`src/rtl/rangefinder_sample_capture.sv`:
```
// rangefinder_sample_capture
//  Feeds RAM port 2 with a burst of ADC samples. A CPU start pulse arms a
//  holdoff delay, after which NUM_SAMPLES valid samples are written to
//  addresses 0..NUM_SAMPLES-1. Completion raises sticky done and a one-cycle irq.
//  Optional feature: define RANGEFINDER_DECIM_EN to keep only 1 of every
//  DECIM_FACTOR valid samples during capture.
module rangefinder_sample_capture #(
    parameter int ADDR_WIDTH    = 8,
    parameter int DATA_WIDTH    = 8,
    parameter int NUM_SAMPLES   = 256,
    parameter int HOLDOFF_WIDTH = 16,
    parameter int DECIM_FACTOR  = 4
) (
    input  logic                     clk,
    input  logic                     reset,
    input  logic                     start,
    input  logic                     abort,
    input  logic [HOLDOFF_WIDTH-1:0] holdoff,
    input  logic [DATA_WIDTH-1:0]    adc_data,
    input  logic                     adc_valid,
    output logic [ADDR_WIDTH-1:0]    ram_address,
    output logic [DATA_WIDTH-1:0]    ram_writedata,
    output logic                     ram_chipselect,
    output logic                     ram_write,
    output logic                     ram_clken,
    output logic                     busy,
    output logic                     done,
    output logic                     irq,
    output logic                     start_err,
    output logic [ADDR_WIDTH:0]      samples_written
);

    localparam int CNT_W = ADDR_WIDTH + 1;
    // Count value at which the write being issued is the final one.
    localparam logic [CNT_W-1:0] LAST_CNT = CNT_W'(NUM_SAMPLES - 1);

    typedef enum logic [1:0] {
        ST_IDLE    = 2'd0,
        ST_HOLDOFF = 2'd1,
        ST_CAPTURE = 2'd2
    } state_t;

    state_t                   state_q, state_d;
    logic [HOLDOFF_WIDTH-1:0] holdoff_cnt_q, holdoff_cnt_d;
    logic [ADDR_WIDTH-1:0]    ptr_q, ptr_d;
    logic [ADDR_WIDTH-1:0]    ram_address_q, ram_address_d;
    logic [DATA_WIDTH-1:0]    ram_writedata_q, ram_writedata_d;
    logic                     ram_write_q, ram_write_d;
    logic                     ram_clken_q, ram_clken_d;
    logic                     busy_q, busy_d;
    logic                     done_q, done_d;
    logic                     irq_q, irq_d;
    logic                     start_err_q, start_err_d;
    logic [CNT_W-1:0]         samples_written_q, samples_written_d;
    logic                     sample_take_s;

`ifdef RANGEFINDER_DECIM_EN
    localparam int DECIM_W = (DECIM_FACTOR > 1) ? $clog2(DECIM_FACTOR) : 1;
    localparam logic [DECIM_W-1:0] DECIM_LAST = DECIM_W'(DECIM_FACTOR - 1);

    logic [DECIM_W-1:0] decim_cnt_q, decim_cnt_d;

    // Decimation phase: zero outside CAPTURE, advances on each valid sample in CAPTURE.
    always_comb begin
        decim_cnt_d = decim_cnt_q;
        if (state_q != ST_CAPTURE) begin
            decim_cnt_d = '0;
        end else if (adc_valid && !abort) begin
            if (decim_cnt_q == DECIM_LAST) begin
                decim_cnt_d = '0;
            end else begin
                decim_cnt_d = decim_cnt_q + DECIM_W'(1);
            end
        end else begin
            decim_cnt_d = decim_cnt_q;
        end
    end

    // Decimation phase register.
    always_ff @(posedge clk) begin
        if (reset) begin
            decim_cnt_q <= '0;
        end else begin
            decim_cnt_q <= decim_cnt_d;
        end
    end

    // Only the first sample of each group of DECIM_FACTOR is kept.
    assign sample_take_s = adc_valid && (decim_cnt_q == '0);
`else
    assign sample_take_s = adc_valid;
`endif

    // Next-state and next-output logic for the capture sequencer.
    always_comb begin
        state_d           = state_q;
        holdoff_cnt_d     = holdoff_cnt_q;
        ptr_d             = ptr_q;
        ram_address_d     = ram_address_q;
        ram_writedata_d   = ram_writedata_q;
        ram_write_d       = 1'b0;
        ram_clken_d       = 1'b1;
        done_d            = done_q;
        irq_d             = 1'b0;
        start_err_d       = start_err_q;
        samples_written_d = samples_written_q;

        case (state_q)
            ST_IDLE: begin
                // abort alongside start drops the request
                if (start && !abort) begin
                    done_d            = 1'b0;
                    start_err_d       = 1'b0;
                    samples_written_d = '0;
                    ptr_d             = '0;
                    holdoff_cnt_d     = holdoff;
                    if (holdoff == '0) begin
                        state_d = ST_CAPTURE;
                    end else begin
                        state_d = ST_HOLDOFF;
                    end
                end else begin
                    state_d = ST_IDLE;
                end
            end
            ST_HOLDOFF: begin
                start_err_d = start_err_q | start;
                if (abort) begin
                    state_d = ST_IDLE;
                end else if (holdoff_cnt_q <= HOLDOFF_WIDTH'(1)) begin
                    holdoff_cnt_d = '0;
                    state_d       = ST_CAPTURE;
                end else begin
                    holdoff_cnt_d = holdoff_cnt_q - HOLDOFF_WIDTH'(1);
                end
            end
            ST_CAPTURE: begin
                start_err_d = start_err_q | start;
                // abort beats both a pending sample and completion
                if (abort) begin
                    state_d = ST_IDLE;
                end else if (sample_take_s) begin
                    ram_write_d       = 1'b1;
                    ram_address_d     = ptr_q;
                    ram_writedata_d   = adc_data;
                    samples_written_d = samples_written_q + CNT_W'(1);
                    if (samples_written_q == LAST_CNT) begin
                        // ptr stays at the last address; no wrap
                        state_d = ST_IDLE;
                        done_d  = 1'b1;
                        irq_d   = 1'b1;
                    end else begin
                        ptr_d = ptr_q + ADDR_WIDTH'(1);
                    end
                end else begin
                    state_d = ST_CAPTURE;
                end
            end
            default: begin
                state_d = ST_IDLE;
            end
        endcase

        busy_d = (state_d != ST_IDLE);
    end

    // State and output registers with synchronous reset.
    always_ff @(posedge clk) begin
        if (reset) begin
            state_q           <= ST_IDLE;
            holdoff_cnt_q     <= '0;
            ptr_q             <= '0;
            ram_address_q     <= '0;
            ram_writedata_q   <= '0;
            ram_write_q       <= 1'b0;
            ram_clken_q       <= 1'b1;
            busy_q            <= 1'b0;
            done_q            <= 1'b0;
            irq_q             <= 1'b0;
            start_err_q       <= 1'b0;
            samples_written_q <= '0;
        end else begin
            state_q           <= state_d;
            holdoff_cnt_q     <= holdoff_cnt_d;
            ptr_q             <= ptr_d;
            ram_address_q     <= ram_address_d;
            ram_writedata_q   <= ram_writedata_d;
            ram_write_q       <= ram_write_d;
            ram_clken_q       <= ram_clken_d;
            busy_q            <= busy_d;
            done_q            <= done_d;
            irq_q             <= irq_d;
            start_err_q       <= start_err_d;
            samples_written_q <= samples_written_d;
        end
    end

    assign ram_address     = ram_address_q;
    assign ram_writedata   = ram_writedata_q;
    assign ram_chipselect  = ram_write_q;
    assign ram_write       = ram_write_q;
    assign ram_clken       = ram_clken_q;
    assign busy            = busy_q;
    assign done            = done_q;
    assign irq             = irq_q;
    assign start_err       = start_err_q;
    assign samples_written = samples_written_q;

endmodule

```
`config.mk`:
```
export PLATFORM = sky130hd
export DESIGN_NAME = rangefinder_sample_capture
export DESIGN_NICKNAME = d
export VERILOG_FILES = /design/src/rtl/rangefinder_sample_capture.sv
export SDC_FILE = /design/constraint.sdc
export NUM_CORES = 1
export LEC_CHECK = 0
export CAP_MARGIN = 20
export CELL_PAD_IN_SITES_DETAIL_PLACEMENT = 1
export CELL_PAD_IN_SITES_GLOBAL_PLACEMENT = 1
export CORE_UTILIZATION = 37
export CTS_CLUSTER_SIZE = 24
export DETAILED_ROUTE_END_ITERATION = 10
export MAX_ROUTING_LAYER = met4
export PLACE_DENSITY_LB_ADDON = 0.1
export RECOVER_POWER = 50
export SETUP_SLACK_MARGIN = 0.5
export SYNTH_ARGS = -nofsm -noshare
export SYNTH_HDL_FRONTEND = slang
export SYNTH_SLANG_ARGS = --single-unit
```
`constraint.sdc`:
```
create_clock -name clk -period 3.1 [get_ports clk]
set_input_delay 0.93 -clock clk [delete_from_list [all_inputs] [get_ports clk]]
set_output_delay 0.93 -clock clk [all_outputs]
set_load 0.005 [all_outputs]
```
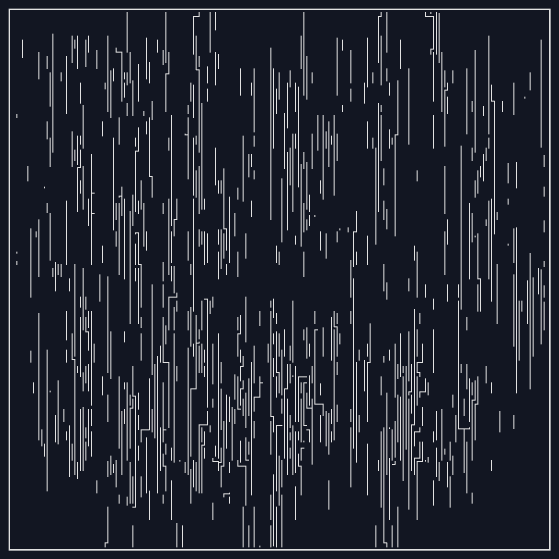
Run 1: signal wires on met2
Drawn at 6 px/um.
share of all routed wire	44%
longest straight run	28.6 um
wire length on this layer	3560 um
Post-Route WL: 8110 um
met2 usage: 0.324
vias: 2797

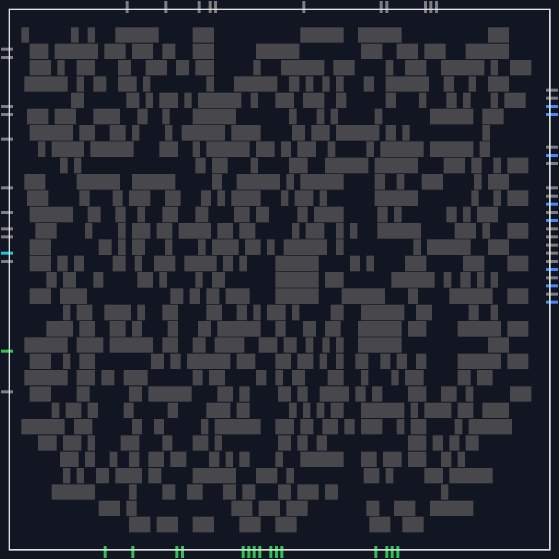
Run 1: pin map
Drawn at 6 px/um. Pins as bars across the die edge, other pins in grey.
colour	port	pins	direction	edge
green	`holdoff`	16	input	15 bottom, 1 left
cyan	`start_err`	1	output	left
blue	`adc_data`	8	input	right
width of the die: 89.8 um
Port Buffers: 59
die height: 89.8 um

==> flow_metrics.env, run 1 <==
# implementation run metrics
export IMPL_min_path_type="flip-flop to flip-flop"
export IMPL_dominant_cells="logic gates"
export IMPL_fmax_ghz=0.403
export IMPL_tightestPinTransition_ns=0.696
export IMPL_critical_path_class="input port to flip-flop"
export IMPL_setup_ws_ns=0.620
export IMPL_logic_family="simple AND/OR/NAND/NOR gates"
export IMPL_ys_sh_xor=0.0399
export IMPL_num_nonclk_inverters=16
export IMPL_finalCriticalPeriod_ns=2.48
export IMPL_grt_pass1_wl_um=13800
export IMPL_grt_use_met1=0.302
export IMPL_ir_worst_vdd_v=0.000187
export IMPL_antenna_found_initial=0
export IMPL_dr_pass1_iters=5
export IMPL_cts_tree="built"
export IMPL_clockBufferDepth=2
export IMPL_grt_max_degree=22
export IMPL_post_dp_hpwl_um=6150
export IMPL_holdPathEnd="ram_address[3]"
export IMPL_status="completed"
export IMPL_final_nonclk_buf_share=0.187
export IMPL_drv_cap=0
export IMPL_drc=0
export IMPL_nMultiInputCombCells=265
export IMPL_hold_ws_ns=0.458
export IMPL_p_per_area_nw_per_um2=389
export IMPL_setup_viol=0
export IMPL_cp_max_fo=13
export IMPL_wl_met2_um=3560
export IMPL_dieArea_um2=8070
export IMPL_crit_buf_inv=1
export IMPL_p_clk_mw=0.425
export IMPL_comb_cell_power_mw=0.256
export IMPL_cts_resized=0
export IMPL_critPathRequiredTime_ns=3.35
export IMPL_nNetsFinal=453
export IMPL_switchingPower_mw=0.423
export IMPL_syn_inst=359
export IMPL_dp_slack_ns=0.354
export IMPL_drive_gt1_frac=0.0721
export IMPL_gr_max_usage_layer="met2"
export IMPL_wl_met3_um=339
export IMPL_area_growth_pct=28.9
export IMPL_synth_edff_count=0
export IMPL_path_cells="dlygate4sd3_1 > a21o_1 > or4_1 > a31oi_1"
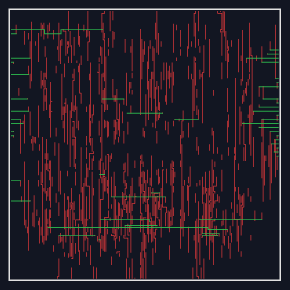
Run 1: routed metal, one colour a layer
Drawn at 3 px/um. Two of the layers only.
colour	layer	wire length
green	metal 3	340 um
red	metal 2	3560 um
GRT Util Overall: 0.213
wire per inst: 15.7 um

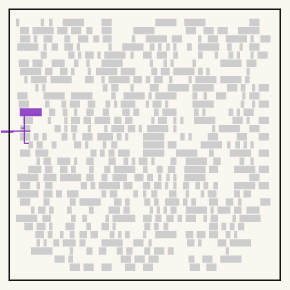
Run 1: nets reached from selected ports
Drawn at 3 px/um.
colour	port	bits	direction	edge	end cells	buffers	wire
purple	`start_err`	1	output	left	1	1	23.7 um

-- run 1: layout by cell type (no fill, tap or decap), types with 2 or more instances in the layout --
master | Yosys | routed
dfxtp_1 | 56 | 56
nand2_1 | 52 | 52
nor2_1 | 33 | 33
a21oi_1 | 32 | 32
clkdlybuf4s50_1 | 0 | 32
dlygate4sd3_1 | 0 | 27
inv_1 | 16 | 16
nand3_1 | 13 | 13
xor2_1 | 10 | 10
buf_4 | 2 | 10
nor3_1 | 8 | 8
nor4_1 | 8 | 8
a31oi_1 | 8 | 8
ha_1 | 9 | 8
and3_1 | 7 | 7
a211oi_1 | 7 | 7
o21ai_0 | 7 | 7
nand2b_1 | 6 | 6
a22oi_1 | 5 | 5
nand4_1 | 5 | 5
o32ai_1 | 5 | 5
or4_1 | 5 | 5
clkbuf_8 | 0 | 5
and2_1 | 4 | 4
a32oi_1 | 4 | 4
or2_2 | 3 | 3
xnor2_1 | 3 | 3
a221oi_1 | 3 | 3
nor2b_1 | 2 | 2
mux2i_1 | 2 | 2
nand3b_1 | 2 | 2
a2111oi_2 | 0 | 2
a21o_1 | 2 | 2
o21ai_1 | 2 | 2
-- run 1: flip-flops by register name, summed over array words and instances (netlist names) --
signal,flops
holdoff_cnt_q,16
samples_written,9
ptr_q,8
ram_address,8
ram_writedata,8
state_q,2
busy,1
done,1
irq,1
ram_chipselect,1
start_err,1
-- run 1: worst max-delay path by stage --
stage	startpoint	to	slack, ns	cells past startpoint
after floorplan	samples_written[0]	ptr_q[4]	0.56	10
after global placement	start	ptr_q[4]	0.36	7
after detailed placement	abort	done	0.35	5
after CTS	samples_written[0]	ptr_q[4]	0.51	10
after global routing	abort	samples_written[0]	0.51	5
final	abort	holdoff_cnt_q[14]	0.62	4
==> inputs of run 2 (changes only) <==
clock period = 2.44 ns   (was 3.1 ns; I/O delays follow)
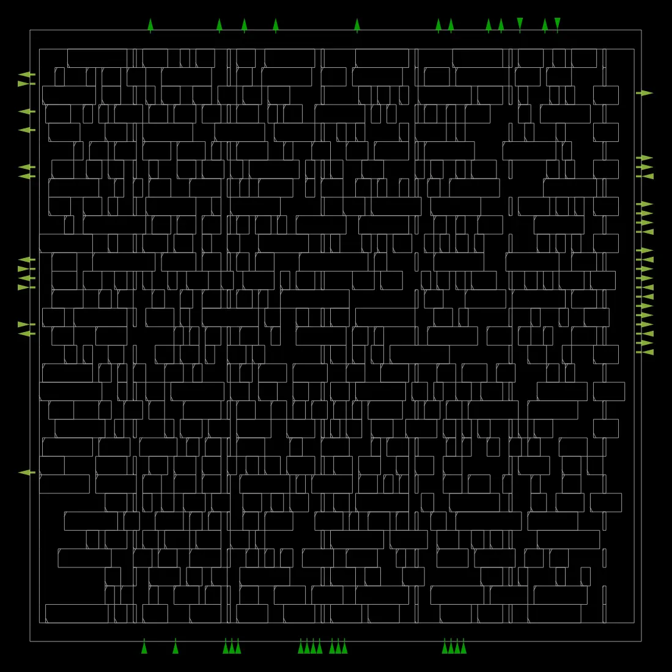
Run 2: cell outlines without signal wires
Seq area share: 0.265
core region area: 7370 um2
row count: 31

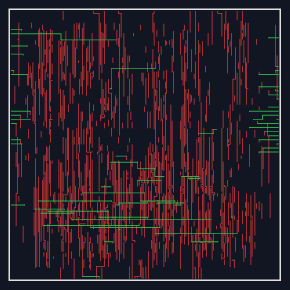
Run 2: routed metal, one colour a layer
Drawn at 3 px/um. Two of the layers only.
colour	layer	wire length
red	metal 2	4840 um
green	metal 3	519 um
Post-Route WL: 9900 um
vias: 3096
wire per inst: 17.8 um
GRT Util Overall: 0.245

==> flow_metrics.env, run 2 <==
# implementation run metrics
export IMPL_finalCriticalPeriod_ns=2.14
export IMPL_num_nonclk_inverters=16
export IMPL_die_x_um=89.8
export IMPL_min_path_type="flip-flop to flip-flop"
export IMPL_critPathRequiredTime_ns=2.69
export IMPL_numPortBuffers=59
export IMPL_setup_viol=0
export IMPL_drive_gt1_frac=0.284
export IMPL_dieArea_um2=8070
export IMPL_status="completed"
export IMPL_drv_cap=0
export IMPL_ys_sh_xor=0.0399
export IMPL_dominant_cells="logic gates"
export IMPL_clockBufferDepth=2
export IMPL_synth_edff_count=0
export IMPL_post_dp_hpwl_um=6440
export IMPL_fmax_ghz=0.467
export IMPL_area_growth_pct=52.4
export IMPL_fp_dieH_um=89.8
export IMPL_nNetsFinal=494
export IMPL_syn_inst=359
-- run 2: cell counts after synthesis --
Identical to the previous run, type by type.
-- run 2: metal layers --
metal	vias to the layer above	routed length (um)	GRT usage
met3	11	519	0.0415
met2	88	4840	0.399
met4	0	121	0.0642
li1	1473	-	-
met1	1524	4420	0.313
met5	-	0	-
-- run 2: timing repair --
item / in CTS / in global routing
gates resized: 41 / 72
cloned: 1 / 0
buffers inserted: 17 / 9
pin swaps: 27 / 26
endpoints found under the setup margin: 41 / 59
-- run 2: worst max-delay path by stage --
| stage | start | end | slack (ns) | cells past startpoint |
|---|---|---|---|---|
| finish | state_q[0] | done | 0.30 | 8 |
| detailed placement | holdoff[3] | state_q[1] | -0.01 | 5 |
| CTS | samples_written[5] | ptr_q[4] | 0.38 | 9 |
| floorplan | samples_written[0] | ptr_q[4] | 0.39 | 10 |
| global placement | holdoff[3] | state_q[1] | 0.06 | 5 |
| global route | state_q[0] | samples_written[7] | 0.18 | 8 |
-- run 2: critical path: stages, from the launching register on --
cell,delay [ns]
dfxtp_1,0.38
inv_1,0.16
ha_1,0.34
buf_4,0.23
nand2_1,0.09
or2_2,0.32
a21oi_1,0.31
nand2_1,0.11
a21oi_1,0.14
-- run 2: stage by stage --
step / std cells / power [mW] / instance area [um2]
floorplan: 359 / 1.17 / 2960
finish: 556 / 1.96 / 4350
global placement: 521 / 1.32 / 3760
global route: 556 / 2.05 / 4350
CTS: 547 / 1.92 / 4100
detailed placement: 521 / 1.33 / 3760
-- run 2: power by group --
part | internal (mW) | switching, mW
clock | 0.210 | 0.336
sequential | 0.932 | 0.0241
combinational | 0.209 | 0.253
Power figures rest on the tool's default switching activity, not on a simulated workload.
